File: src/rtl/power_seq.sv
// power_seq: board power sequencer for NUM_RAILS supply rails.
//
// Rails are brought up in order 0..NUM_RAILS-1. Each rail gets PG_TIMEOUT
// ce_8hz ticks to report power-good, then STEP_DELAY ce_8hz ticks to settle
// before the next rail is enabled. Rails are shut down in reverse order, one
// per ce_8hz tick. A long press of the power button (LONG_PRESS_DELAY ce_1hz
// ticks) arms power-off, which begins when the button is released. A
// power-good failure drops every rail at once and latches the fault flag.
//
// Ports
//   clk             in   system clock, all logic on posedge
//   rst_n           in   asynchronous active-low reset
//   ce_1hz          in   single-cycle 1 Hz clock enable (button timing)
//   ce_8hz          in   single-cycle 8 Hz clock enable (rail timing)
//   start           in   board ready, leave WAIT
//   initial_pwr_off in   after start, go to POWER_OFF instead of ramping up
//   pwr_off         in   software power-off request (level)
//   pwr_on          in   software power-on request (level)
//   pwr_btn         in   debounced power button, active-high
//   pg              in   per-rail power-good, bit k for rail k
//   rail_en         out  registered per-rail enable
//   pwr_enable      out  high only while in POWER_ON
//   fault           out  sticky power-good fault flag
//
// State         | meaning
// --------------+-------------------------------------------------------
// S_WAIT        | after reset, waiting for start
// S_RAMP_UP     | enabling rails in order, waiting for pg then settling
// S_POWER_ON    | all rails up and healthy
// S_OFF_PENDING | button held, counting ce_1hz toward a long press
// S_OFF_WAIT    | long press reached, waiting for button release
// S_RAMP_DOWN   | disabling rails in reverse order, one per ce_8hz
// S_POWER_OFF   | all rails off, waiting for power-on request
// S_FAULT       | power-good failure, rails dropped, fault latched

module power_seq #(
  parameter int         NUM_RAILS        = 4,
  parameter logic [2:0] LONG_PRESS_DELAY = 3'd3,
  parameter logic [2:0] STEP_DELAY       = 3'd2,
  parameter logic [2:0] PG_TIMEOUT       = 3'd4
) (
  input  logic                 clk,
  input  logic                 rst_n,
  input  logic                 ce_1hz,
  input  logic                 ce_8hz,
  input  logic                 start,
  input  logic                 initial_pwr_off,
  input  logic                 pwr_off,
  input  logic                 pwr_on,
  input  logic                 pwr_btn,
  input  logic [NUM_RAILS-1:0] pg,
  output logic [NUM_RAILS-1:0] rail_en,
  output logic                 pwr_enable,
  output logic                 fault
);

  typedef enum logic [2:0] {
    S_WAIT,
    S_RAMP_UP,
    S_POWER_ON,
    S_OFF_PENDING,
    S_OFF_WAIT,
    S_RAMP_DOWN,
    S_POWER_OFF,
    S_FAULT
  } state_t;

  localparam logic [2:0] LAST_IDX = 3'(NUM_RAILS - 1);

  state_t               r_state;
  logic [2:0]           r_idx;
  logic [2:0]           r_timer;
  logic                 r_settle;
  logic [2:0]           r_press;
  logic [NUM_RAILS-1:0] r_rail_en;
  logic                 r_pwr_enable;
  logic                 r_fault;

  state_t               w_state_nxt;
  logic [2:0]           w_idx_nxt;
  logic [2:0]           w_timer_nxt;
  logic                 w_settle_nxt;
  logic [2:0]           w_press_nxt;
  logic [NUM_RAILS-1:0] w_rail_en_nxt;
  logic                 w_fault_nxt;

  // One-hot mask of the current rail; avoids variable bit-selects whose
  // index width would depend on NUM_RAILS.
  logic [NUM_RAILS-1:0] w_idx_mask;
  logic [NUM_RAILS-1:0] w_lower_mask;
  logic                 w_pg_cur;
  logic                 w_pg_lower_bad;
  logic                 w_pg_any_low;
  logic                 w_pg_all_low;
  logic [2:0]           w_timer_inc;
  logic [2:0]           w_press_inc;

  assign w_idx_mask     = NUM_RAILS'(1) << r_idx;
  assign w_lower_mask   = w_idx_mask - NUM_RAILS'(1);
  assign w_pg_cur       = |(pg & w_idx_mask);
  assign w_pg_lower_bad = ((pg & w_lower_mask) != w_lower_mask);
  assign w_pg_any_low   = ~&pg;
  assign w_pg_all_low   = (pg == '0);
  assign w_timer_inc    = r_timer + 3'd1;
  assign w_press_inc    = r_press + 3'd1;

  always_ff @(posedge clk or negedge rst_n) begin
    if (!rst_n) begin
      r_state      <= S_WAIT;
      r_idx        <= 3'd0;
      r_timer      <= 3'd0;
      r_settle     <= 1'b0;
      r_press      <= 3'd0;
      r_rail_en    <= '0;
      r_pwr_enable <= 1'b0;
      r_fault      <= 1'b0;
    end else begin
      r_state      <= w_state_nxt;
      r_idx        <= w_idx_nxt;
      r_timer      <= w_timer_nxt;
      r_settle     <= w_settle_nxt;
      r_press      <= w_press_nxt;
      r_rail_en    <= w_rail_en_nxt;
      r_pwr_enable <= (w_state_nxt == S_POWER_ON);
      r_fault      <= w_fault_nxt;
    end
  end

  always_comb begin
    w_state_nxt   = r_state;
    w_idx_nxt     = r_idx;
    w_timer_nxt   = r_timer;
    w_settle_nxt  = r_settle;
    w_press_nxt   = r_press;
    w_rail_en_nxt = r_rail_en;
    w_fault_nxt   = r_fault;

    case (r_state)
      S_WAIT: begin
        if (start) begin
          if (initial_pwr_off) begin
            w_state_nxt = S_POWER_OFF;
          end else begin
            w_state_nxt   = S_RAMP_UP;
            w_idx_nxt     = 3'd0;
            w_timer_nxt   = 3'd0;
            w_settle_nxt  = 1'b0;
            w_rail_en_nxt = NUM_RAILS'(1);
          end
        end
      end

      S_RAMP_UP: begin
        if (pwr_off) begin
          // Ramp down from whatever rail we reached; idx already points at
          // the highest enabled rail.
          w_state_nxt  = S_RAMP_DOWN;
          w_settle_nxt = 1'b0;
          w_timer_nxt  = 3'd0;
        end else if (w_pg_lower_bad || (r_settle && !w_pg_cur)) begin
          w_state_nxt   = S_FAULT;
          w_rail_en_nxt = '0;
          w_fault_nxt   = 1'b1;
          w_settle_nxt  = 1'b0;
          w_timer_nxt   = 3'd0;
        end else if (!r_settle) begin
          if (w_pg_cur) begin
            w_settle_nxt = 1'b1;
            w_timer_nxt  = 3'd0;
          end else if (ce_8hz) begin
            w_timer_nxt = w_timer_inc;
            if (w_timer_inc == PG_TIMEOUT) begin
              w_state_nxt   = S_FAULT;
              w_rail_en_nxt = '0;
              w_fault_nxt   = 1'b1;
              w_timer_nxt   = 3'd0;
            end
          end
        end else if (ce_8hz) begin
          w_timer_nxt = w_timer_inc;
          if (w_timer_inc == STEP_DELAY) begin
            w_timer_nxt  = 3'd0;
            w_settle_nxt = 1'b0;
            if (r_idx == LAST_IDX) begin
              w_state_nxt = S_POWER_ON;
            end else begin
              w_idx_nxt     = r_idx + 3'd1;
              w_rail_en_nxt = r_rail_en | (w_idx_mask << 1);
            end
          end
        end
      end

      S_POWER_ON: begin
        if (w_pg_any_low) begin
          w_state_nxt   = S_FAULT;
          w_rail_en_nxt = '0;
          w_fault_nxt   = 1'b1;
        end else if (pwr_off) begin
          w_state_nxt = S_RAMP_DOWN;
        end else if (pwr_btn) begin
          w_state_nxt = S_OFF_PENDING;
          w_press_nxt = 3'd0;
        end
      end

      S_OFF_PENDING: begin
        if (w_pg_any_low) begin
          w_state_nxt   = S_FAULT;
          w_rail_en_nxt = '0;
          w_fault_nxt   = 1'b1;
        end else if (pwr_off) begin
          w_state_nxt = S_RAMP_DOWN;
        end else if (!pwr_btn) begin
          w_state_nxt = S_POWER_ON;
        end else if (r_press == LONG_PRESS_DELAY) begin
          w_state_nxt = S_OFF_WAIT;
        end else if (ce_1hz) begin
          w_press_nxt = w_press_inc;
        end
      end

      S_OFF_WAIT: begin
        if (w_pg_any_low) begin
          w_state_nxt   = S_FAULT;
          w_rail_en_nxt = '0;
          w_fault_nxt   = 1'b1;
        end else if (!pwr_btn) begin
          w_state_nxt = S_RAMP_DOWN;
        end
      end

      S_RAMP_DOWN: begin
        if (ce_8hz) begin
          w_rail_en_nxt = r_rail_en & ~w_idx_mask;
          if (r_idx == 3'd0) begin
            w_state_nxt = S_POWER_OFF;
          end else begin
            w_idx_nxt = r_idx - 3'd1;
          end
        end
      end

      S_POWER_OFF: begin
        w_rail_en_nxt = '0;
        if (pwr_on || pwr_btn) begin
          w_state_nxt   = S_RAMP_UP;
          w_idx_nxt     = 3'd0;
          w_timer_nxt   = 3'd0;
          w_settle_nxt  = 1'b0;
          w_rail_en_nxt = NUM_RAILS'(1);
        end
      end

      S_FAULT: begin
        w_rail_en_nxt = '0;
        // Restart only once every rail has actually discharged.
        if ((pwr_on || pwr_btn) && w_pg_all_low) begin
          w_state_nxt   = S_RAMP_UP;
          w_idx_nxt     = 3'd0;
          w_timer_nxt   = 3'd0;
          w_settle_nxt  = 1'b0;
          w_rail_en_nxt = NUM_RAILS'(1);
          w_fault_nxt   = 1'b0;
        end
      end

      default: begin
        w_state_nxt   = S_WAIT;
        w_rail_en_nxt = '0;
      end
    endcase
  end

  assign rail_en    = r_rail_en;
  assign pwr_enable = r_pwr_enable;
  assign fault      = r_fault;

endmodule

File: config.mk
export PLATFORM = sky130hd
export DESIGN_NAME = power_seq
export DESIGN_NICKNAME = d
export VERILOG_FILES = /design/src/rtl/power_seq.sv
export SDC_FILE = /design/constraint.sdc
export NUM_CORES = 1
export LEC_CHECK = 0
export CORE_UTILIZATION = 40
export DETAILED_ROUTE_END_ITERATION = 16
export MAX_ROUTING_LAYER = met4
export PLACE_DENSITY_LB_ADDON = 0.25
export SETUP_SLACK_MARGIN = 0.4
export SLEW_MARGIN = 40
export SYNTH_ARGS = -nofsm -noshare
export SYNTH_HDL_FRONTEND = slang
export SYNTH_SLANG_ARGS = --single-unit
File: constraint.sdc
create_clock -name clk -period 3.6 [get_ports clk]
set_clock_uncertainty 0.1 [all_clocks]
set_input_delay 0.36 -clock clk [delete_from_list [all_inputs] [get_ports clk]]
set_output_delay 0.36 -clock clk [all_outputs]
set_load 0.01 [all_outputs]
==> flow_metrics.env, run 1 <==
# physical design summary
export IMPL_status="finished clean"
export IMPL_crit_path_cell_trace="nor3_4 > inv_1 > ha_1 > nor2b_1 > mux2_4 > or4b_4 > nand2_2 > nand2_2 > mux2_4"
export IMPL_finalPower_mw=1.41
export IMPL_cts_tree="yes"
export IMPL_gp_congestion=0.815
export IMPL_min_path_type="reg2reg"
export IMPL_max_stage_delay_ns=0.58
export IMPL_clockBufferDepth=2
export IMPL_root_buffer="clkbuf_8"
export IMPL_grt_pass1_vias=1398
export IMPL_drt_iter0_markers=106
export IMPL_antenna_found_initial=0
export IMPL_grtUsageMet1=0.270
export IMPL_cts_setup_buffers=0
export IMPL_portBuffers=18
export IMPL_simple_gate_area_frac=0.269
export IMPL_p_leak_nw=0.814
export IMPL_warnings=28
export IMPL_n_antenna_cell=0
export IMPL_endpoint_kind="flop"
export IMPL_hpwl_mm=3.03
export IMPL_ant_nets=0
export IMPL_critPathKind="reg2reg"
export IMPL_required_ns=3.66
export IMPL_synthToLayoutAreaGrowth_pct=15.2
export IMPL_numSynthFlops=19
export IMPL_grt_pass1_wl_mm=6.69
export IMPL_grt_met2_usage=0.311
export IMPL_cp_start_kind="flop"
export IMPL_netlist_area_sq_um=1730
export IMPL_path_delay_family="simple AND/OR/NAND/NOR gates"
export IMPL_m1WireLength_mm=1.99
export IMPL_ios=19
export IMPL_coreArea_sq_um=4090
export IMPL_ys_sh_adder=0.0549
export IMPL_vias=1568
export IMPL_holdBufCountCts=1
export IMPL_stdcell_area_sq_um=2000
export IMPL_period_needed_ns=2.91
export IMPL_clock_sink_count=19
export IMPL_clock_fmax_ghz=0.344
export IMPL_path_buffers=1
export IMPL_first_pass_iters=4
export IMPL_synthAoiAreaFrac=0.280
export IMPL_ys_chip_area_sq_um=1730
export IMPL_tightest_slew_ns=0.621
export IMPL_maxCapViolCount=0
export IMPL_rows=23
export IMPL_yosysWarnings=0
export IMPL_crit_slowest_cell="or4b_4"
export IMPL_avgRoutedWirePerCell_um=15.2
export IMPL_grt_busiest_layer="met2"
export IMPL_htree_levels=1
export IMPL_post_cts_resized=0
export IMPL_synthCells=203
export IMPL_wl_mm=4.08
export IMPL_area_combinational_sq_um=1170
export IMPL_hold_viol=0
export IMPL_layout_drive_gt1_share=0.156
export IMPL_avgSynthCellArea_sq_um=8.54
export IMPL_rsz0062_at_grt="no"
export IMPL_synth_cell_types=62
export IMPL_grt_util_all_layers=0.202
export IMPL_fin_tns_setup_ns=0
export IMPL_yosys_cells=203
export IMPL_min_period_over_period=0.808
export IMPL_top_layer_used="met4"
export IMPL_ys_sh_mux=0.0635
run 1: report_power, final:
group | switching, mW | total, mW | internal [mW]
clock | 0.0816 | 0.159 | 0.0773
sequential | 0.132 | 0.404 | 0.272
combinational | 0.466 | 0.849 | 0.383
total | 0.680 | 1.41 | 0.732
run 1: sequential cells by signal, indices dropped and copies added (netlist names):
register and flops:
r_timer 3, rail_en 4, r_settle 1, fault 1
pwr_enable 1, r_idx 3, r_press 3, r_state 3
run 1: final timing paths:
kind | start | end | slack (ns) | cells after the start
max reg2reg | r_idx[0]$_DFFE_PN0P_ | r_idx[0]$_DFFE_PN0P_ | 0.69 | 9
min in group asynchronous | rst_n | r_press[1]$_DFFE_PN0P_ | 0.46 | 2
max in group asynchronous | rst_n | r_settle$_DFFE_PN0P_ | 2.63 | 2
min | r_timer[2]$_DFFE_PN0P_ | r_timer[2]$_DFFE_PN0P_ | 0.39 | 1
max | r_idx[0]$_DFFE_PN0P_ | r_idx[0]$_DFFE_PN0P_ | 0.69 | 9
min reg2reg | r_timer[2]$_DFFE_PN0P_ | r_timer[2]$_DFFE_PN0P_ | 0.39 | 1
run 1: stage by stage:
| stage | setup slack, ns | hold WS [ns] | utilization |
|---|---|---|---|
| after global routing | 0.510 | 0.412 | 0.488 |
| after CTS | 0.701 | 0.402 | 0.488 |
| after global placement | 0.782 | 0.382 | 0.476 |
| after floorplan | 0.895 | -0.0356 | - |
| final | 0.691 | 0.395 | 0.488 |
| after detailed placement | 0.717 | 0.244 | 0.475 |
run 1: cell type report:
type                    instances  area share
repair buffers                 21       0.100
well taps                      50      0.0313
flip-flops and latches         19       0.238
multi-input cells             164       0.588
clock inverters                 1     0.00251
inverters                      10      0.0188
clock buffers                   3      0.0207
run 1: kinds of logic (layout without fill, tap and decap cells):
kind of cell               after synthesis  in the layout
xor gates and xnor gates                 2              2
AOI/OAI and AO/OA                       66             66
and+or+nand+nor                         80             80
adders and majority gates                7              7
buffers and inverters                   20             35
muxes                                    9              9
DFF                                     19             19
run 1: placed cells by master (no fill, tap or decap), types with 4 or more instances in the layout:
master and n:
nand3_1 6, dfrtp_1 19, nor2_1 22, nor3_1 5, mux2_2 4, ha_1 6
a31oi_1 9, inv_1 10, clkdlybuf4s50_1 17, nor2b_1 5, a21oi_1 11, nand2_1 13
o21ai_0 16
run 1: cell usage after synthesis, drive strengths merged, types with 2 or more instances:
library cell / n / area share
a211o: 2 / 0.010
a211oi: 2 / 0.014
a21o: 3 / 0.013
a21oi: 11 / 0.032
a22o: 2 / 0.010
a22oi: 2 / 0.012
a31oi: 9 / 0.032
and3: 3 / 0.011
buf: 2 / 0.0094
clkbuf: 8 / 0.017
dfrtp: 19 / 0.27
ha: 6 / 0.043
inv: 10 / 0.022
mux2: 7 / 0.052
mux2i: 2 / 0.012
nand2: 15 / 0.035
nand2b: 3 / 0.011
nand3: 6 / 0.017
nand4: 2 / 0.0072
nor2: 22 / 0.048
nor2b: 5 / 0.018
nor3: 6 / 0.024
nor3b: 2 / 0.0087
nor4: 3 / 0.028
o21ai: 16 / 0.046
o221ai: 2 / 0.020
o22a: 2 / 0.011
o31ai: 3 / 0.016
or2: 2 / 0.0072
or3: 2 / 0.0072
or3b: 2 / 0.010
**Run 1: register map, names as in the netlist**

Other sequential cells in the stronger gray, the rest of the logic in the fainter gray.
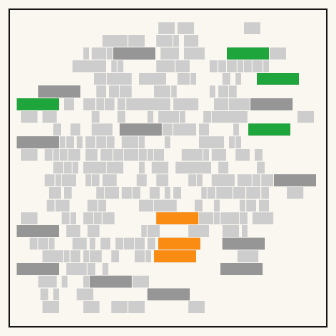
- green: rail_en (flops 4)
- orange: r_state (flops 3)
final core occ: 0.488
Seq/total area: 0.238
sequential cell power: 0.404 mW
register area: 475 sq um

**Run 1: clock network drawn from the DEF**

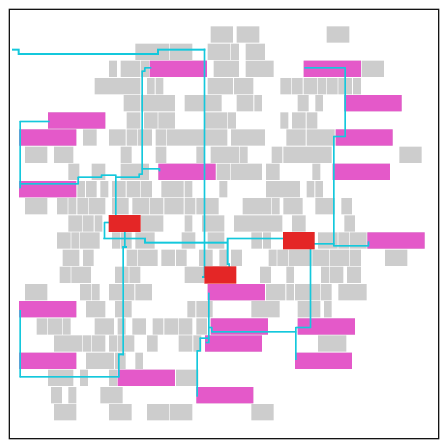
- red: clock drivers (count 3)
- magenta: flip-flops (count 19)
- cyan: clock wires (length 328 um)
- routed clock nets: 4
worst skew pair latency: 0.27 ns
clock power share: 0.113
clock network power: 0.159 mW

**Run 1: floorplan with the power grid**

Pins as bars on the die edge. Tap cells in gray.
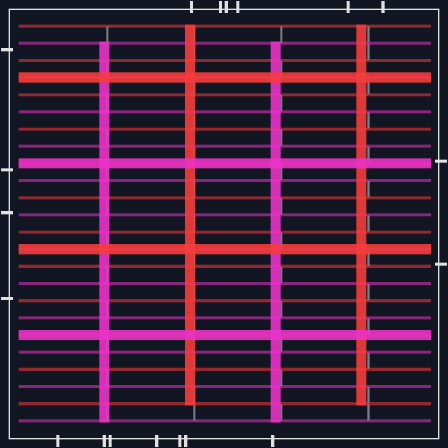
- magenta: VSS
- red: VDD
- signal pins: 19
- met1 rails: 24
die width: 67.8 um
maximum vdd drop: 0.352 mV

**Run 1: cell classes on the final placement**

Bar = 20 um.
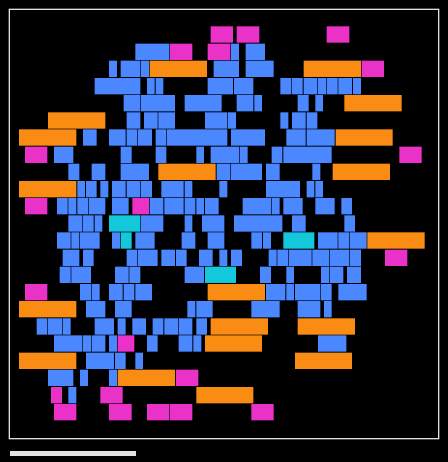

==> run 1 -> run 2 <==
- clock period: 3.6 -> 2.45 ns (I/O delays scaled with it)
**Run 2: cell classes on the final placement**

Bar = 20 um.
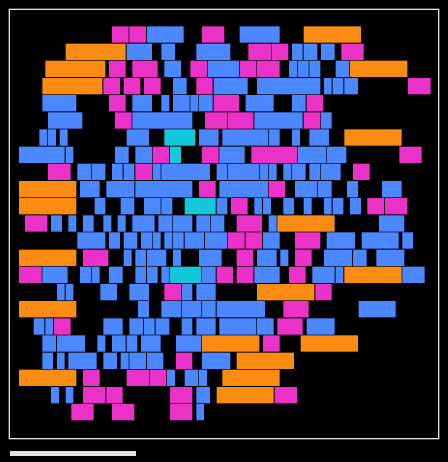
- cyan: clock drivers and dummy loads (cells 4)
- blue: combinational and other logic (cells 174)
- magenta: other buffers and delay cells (cells 64)
- orange: flops (cells 19)
Seq/total area: 0.189
row count: 23
Core ar.: 4090 sq um
final core occ: 0.620
finished layout cell area: 2530 sq um

==> run 2 against run 1 <==
Effect of this change: the run now ends with negative setup slack left; die size unchanged; sequential power increased by 29%; hold slack got worse by 0.18 ns; sequential share of layout area decreased by 4.9 points; highest routed layer unchanged.
==> flow_metrics.env, run 2 <==
# physical design summary
export IMPL_cp_start_kind="flop"
export IMPL_avgSynthCellArea_sq_um=8.54
export IMPL_n_antenna_cell=0
export IMPL_fin_tns_setup_ns=-0.148
export IMPL_setup_ws_ns=-0.0589
export IMPL_mostFrequentLayoutCell="buf_4"
export IMPL_hpwl_mm=3.45
export IMPL_grt_pass1_vias=1694
export IMPL_worstReg2RegStart="r_idx[1]$_DFFE_PN0P_"
export IMPL_crit_path_cell_trace="nor3_4 > inv_2 > ha_4 > nor2b_4 > mux2_4 > or4b_4 > nand2_2 > nand2_2 > mux2_4"
export IMPL_antenna_found_initial=0
export IMPL_yosysWarnings=0
export IMPL_avgRoutedWirePerCell_um=16.7
export IMPL_gp_congestion=0.937
export IMPL_htree_levels=1
export IMPL_synthCells=203
export IMPL_critPathKind="reg2reg"
export IMPL_numSynthFlops=19
export IMPL_clock_fmax_ghz=0.399
export IMPL_min_period_over_period=1.02
export IMPL_netlist_area_sq_um=1730
export IMPL_rr_worst_depth=9
export IMPL_ys_chip_area_sq_um=1730
export IMPL_ios=19
export IMPL_yosys_cells=203
export IMPL_finalSetupViolCount=3
export IMPL_tightest_slew_ns=0.465
export IMPL_vias_per_cell=5.79
export IMPL_status="finished with violations"
export IMPL_root_buffer="clkbuf_8"
export IMPL_synthToLayoutAreaGrowth_pct=46.1
export IMPL_clk_latency_ns=0.26
export IMPL_vias=1801
export IMPL_first_pass_iters=4
export IMPL_chipWidth_um=67.8
export IMPL_clockBufferDepth=2
export IMPL_ant_nets=0
export IMPL_final_cell_mix="37 x buf_4, 19 x nor2_1, 18 x clkdlybuf4s50_1, 16 x dfrtp_1"
export IMPL_p_leak_nw=1.07
export IMPL_maxCapViolCount=0
export IMPL_warnings=31
export IMPL_period_needed_ns=2.51
export IMPL_rsz0062_at_grt="yes"
export IMPL_endpoint_kind="flop"
export IMPL_drt_iter0_markers=111
export IMPL_top_cell_area_share=0.274
export IMPL_grt_pass1_wl_mm=7.87
export IMPL_numCtsBuffers=3
export IMPL_rrSetupSlack_ns=-0.06
export IMPL_crit_slowest_cell="or4b_4"
export IMPL_wl_mm=5.20
export IMPL_netlist_top_cells_count="22 x nor2_1, 19 x dfrtp_1, 16 x o21ai_0"
export IMPL_min_path_type="in2async"
export IMPL_layout_drive_gt1_share=0.395
export IMPL_max_stage_delay_ns=0.54
export IMPL_hold_viol=0
export IMPL_cts_tree="yes"
export IMPL_clock_sink_count=19
export IMPL_holdBufCountCts=0
export IMPL_critPathMaxFanout=4
export IMPL_r2r_end="r_idx[0]$_DFFE_PN0P_"
export IMPL_largest_reg_flops=4
export IMPL_required_ns=2.50
export IMPL_die_area_sq_um=4600
export IMPL_top_cell="nor2_1"
export IMPL_grt_util_all_layers=0.237
export IMPL_path_delay_family="simple AND/OR/NAND/NOR gates"
export IMPL_path_buffers=1
export IMPL_synth_cell_types=62
export IMPL_top_cells_by_area="dfrtp_1 27%, nor2_1 4.8%, o21ai_0 4.6%, ha_1 4.3%, a31oi_1 3.2%"
export IMPL_synth_largest_area_cell="dfrtp_1"
export IMPL_violations="negative setup slack"
export IMPL_portBuffers=18
**Run 2: floorplan with the power grid**

Pins as bars on the die edge. Tap cells in gray.
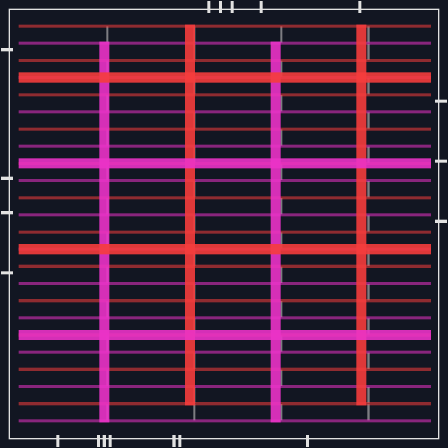
- magenta: VSS
- red: VDD
- signal pins: 19
- met1 rails: 24
- rows: 23
Die Height: 67.8 um
maximum vdd drop: 0.514 mV

==> run 2: kinds of logic after synthesis <==
logic type / Yosys count / synth area share
AND-OR/OR-AND: 66 / 0.280
XOR/XNOR: 2 / 0.0101
adder cells (fa/ha/maj): 7 / 0.0549
multiplexers: 9 / 0.0635
buffers and inverters: 20 / 0.0484
AND/OR/NAND/NOR: 80 / 0.269
flip-flops: 19 / 0.274
==> run 2: repair_timing <==
item / CTS / global route
resized: 19 / 24
setup endpoints to repair: 19 / 19
setup buffers: 10 / 4
pin swaps: 7 / 17
==> run 2: worst max-delay path by stage <==
| stage | depth (start not counted) | endpoint | from | slack, ns |
|---|---|---|---|---|
| 6_report | 9 | r_idx[0]$_DFFE_PN0P_ | r_idx[1]$_DFFE_PN0P_ | -0.06 |
| 5_1_grt | 9 | r_idx[1]$_DFFE_PN0P_ | r_idx[1]$_DFFE_PN0P_ | -0.11 |
| 4_1_cts | 9 | r_idx[2]$_DFFE_PN0P_ | r_idx[2]$_DFFE_PN0P_ | -0.03 |
| 3_5_place_dp | 9 | r_idx[0]$_DFFE_PN0P_ | r_idx[1]$_DFFE_PN0P_ | -0.05 |
| 3_3_place_gp | 7 | pwr_enable$_DFF_PN0_ | pg[1] | -0.02 |
| 2_1_floorplan | 10 | r_idx[0]$_DFFE_PN0P_ | r_idx[0]$_DFFE_PN0P_ | -0.11 |
==> run 2: final cells by class <==
type / count / area [sq um]
sequential: 19 / 479
clock inverter: 1 / 5.00
clock buffer: 3 / 41.3
inverter: 10 / 37.5
timing repair buffer: 64 / 568
fill: 345 / 1550
multi-input combinational: 164 / 1340
tap: 50 / 62.6
==> run 2: per-stage QoR <==
stage	utilization	power (mW)	hold slack [ns]	worst slack (ns)
detailed placement	0.535	2.16	0.379	-0.0478
global placement	0.535	2.14	0.385	-0.0213
floorplan	-	1.61	-0.151	-0.112
global route	0.620	3.13	0.245	-0.113
CTS	0.584	2.61	0.231	-0.0304
finish	0.620	2.94	0.214	-0.0589
==> run 2: where the power goes <==
part	internal, mW	switching [mW]	leakage, nW	total, mW
sequential	0.405	0.115	0.233	0.521
clock	0.114	0.121	0.0255	0.235
combinational	1.11	1.08	0.808	2.19
total	1.63	1.32	1.07	2.94
==> run 2: metal layers <==
metal	part of all wire	vias to the layer above	track usage	wire [um]
li1	-	876	-	-
met1	0.43	856	0.306	2260
met2	0.50	60	0.389	2620
met3	0.044	9	0.0250	231
met4	0.016	0	0.0781	83
met5	0	-	-	0
No activity file was given, so power comes from the tool's default toggle rates.
